Design run_ctrl, sky130hd; sources not shown.
==> images/final_placement.png <==
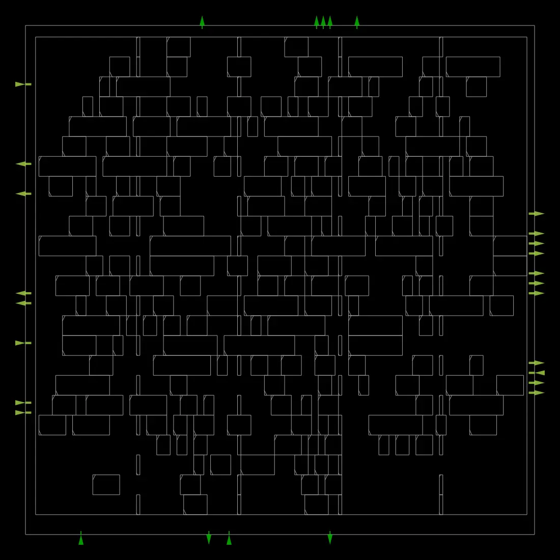
row cnt: 24
final std cells w/o fill: 246
core area: 0.00438 mm2
Filler cells: 511

==> images/metal_stack.png <==
Scale: 6 px per um. Two of the layers only.
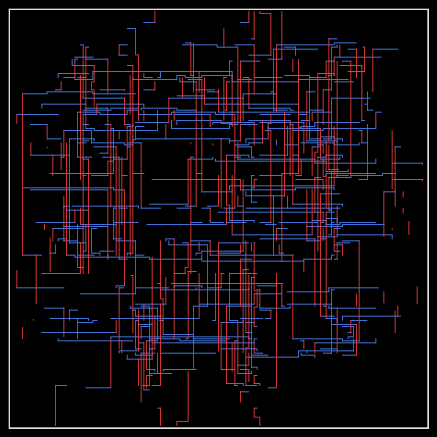
legend:
  blue:
    layer: met1
    wire_length: 1680 um
  red:
    layer: met2
    wire_length: 1800 um
Vias: 1207
wire per inst: 14.7 um
all-layer global routing usage: 0.153
final WL: 3.63 mm

==> images/registers.png <==
Scale: 8 px per um. Other sequential cells in the stronger grey, the rest of the logic in the fainter grey.
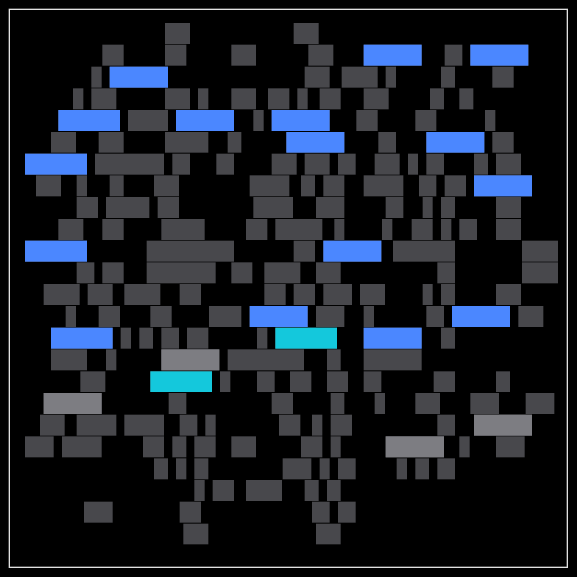
legend:
  cyan:
    name_in_the_netlist: state
    sequential_cells: 2
  blue:
    name_in_the_netlist: cycle_cnt
    sequential_cells: 16
not coloured: 4
Final Core Density: 0.433
Flop+latch power: 0.562 mW
sequential cell area share: 0.236
Flop area: 448 um2

==> images/cell_classes.png <==
Scale: 4 px per um.
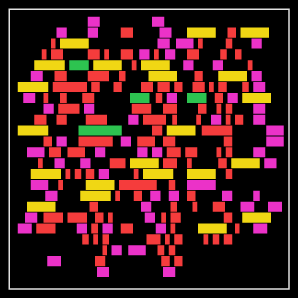
legend:
  green:
    class: clock drivers and dummy loads
    cells: 4
    share_of_their_area: 3.9%
  red:
    class: all other logic
    cells: 109
    share_of_their_area: 44%
  magenta:
    class: other buffers and delay cells
    cells: 59
    share_of_their_area: 28%
  yellow:
    class: flops
    cells: 22
    share_of_their_area: 24%
Design Area, Final: 0.00190 mm2

==> images/met3.png <==
Scale: 6 px per um.
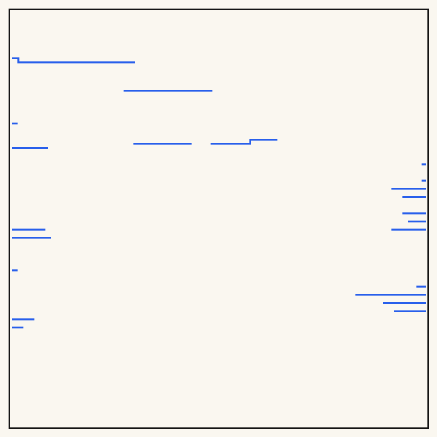
longest straight run: 19.3 um
nets with wire on the layer: 20
main direction: horizontal
share of all routed wire: 3.5%
wire length on this layer: 126 um
M3 GR Usage: 0.0363

==> results.yml <==
# implementation run metrics
global_route:
  gr-max-usage-layer: "met2"
  antenna_found_initial: 0
yosys:
  synth.mux.area_fraction: 0.00843
  yosysTopAreaCellShare: 0.371
  yosys_area_mm2: 0.00119
  avgSynthCellArea_um2: 8.60
  ys.flop_type: "dfxtp_1"
outcome:
  status: "completed"
drt:
  wl_met3_um: 126
  detail-route-antenna-nets: 0
  routed_via_density: 4.91
  first_pass_iters: 3
place:
  dp_cells: 240
cells_and_area:
  final_cell_mix: "31 x buf_4, 18 x nor2_1, 16 x dfxtp_1"
  layout-drive-gt1-share: 0.330
pwr:
  internal_power_mw: 0.963
  combinationalPowerShare: 0.115
  pg_clk_mw: 0.534
  clkPwrFrac: 0.431
setup_path:
  slowest_delay_ps: 560
  reg2reg_depth: 5
  cp_top_family: "simple AND/OR/NAND/NOR gates"
flow_run:
  tool_warnings: 28
clocking:
  clock_latency_ps: 270
  clock-sinks: 22
  tritoncts: "done"
  clk_pin_slew_worst_paths_ps: 90
==> what timing repair did <==
item | in CTS | in global routing
endpoints found under the hold margin | 0 | 0
resized | 25 | 16
pin swaps | 4 | 1
setup endpoints to repair | 29 | 20
setup buffers | 2 | 0
==> area by class of cell <==
type,instances,share of cell area
tap,52,0.0343
clock inverter,1,0.0158
clock buffer,3,0.0218
sequential,22,0.236
multi-input combinational,107,0.417
inverter,2,0.00396
timing repair buffer,59,0.271
==> per-stage QoR <==
stage	util	hold slack, ps	TNS, ps	power, mW	area (um2)
after floorplan	-	304	0	0.634	1200
after global placement	0.396	455	-5450	0.701	1740
after detailed placement	0.396	465	-6060	0.706	1740
after CTS	0.423	343	-6.70	1.26	1850
after global routing	0.433	348	-77.7	1.29	1900
final	0.433	344	0	1.24	1900
Power and IR drop assume default switching activity.
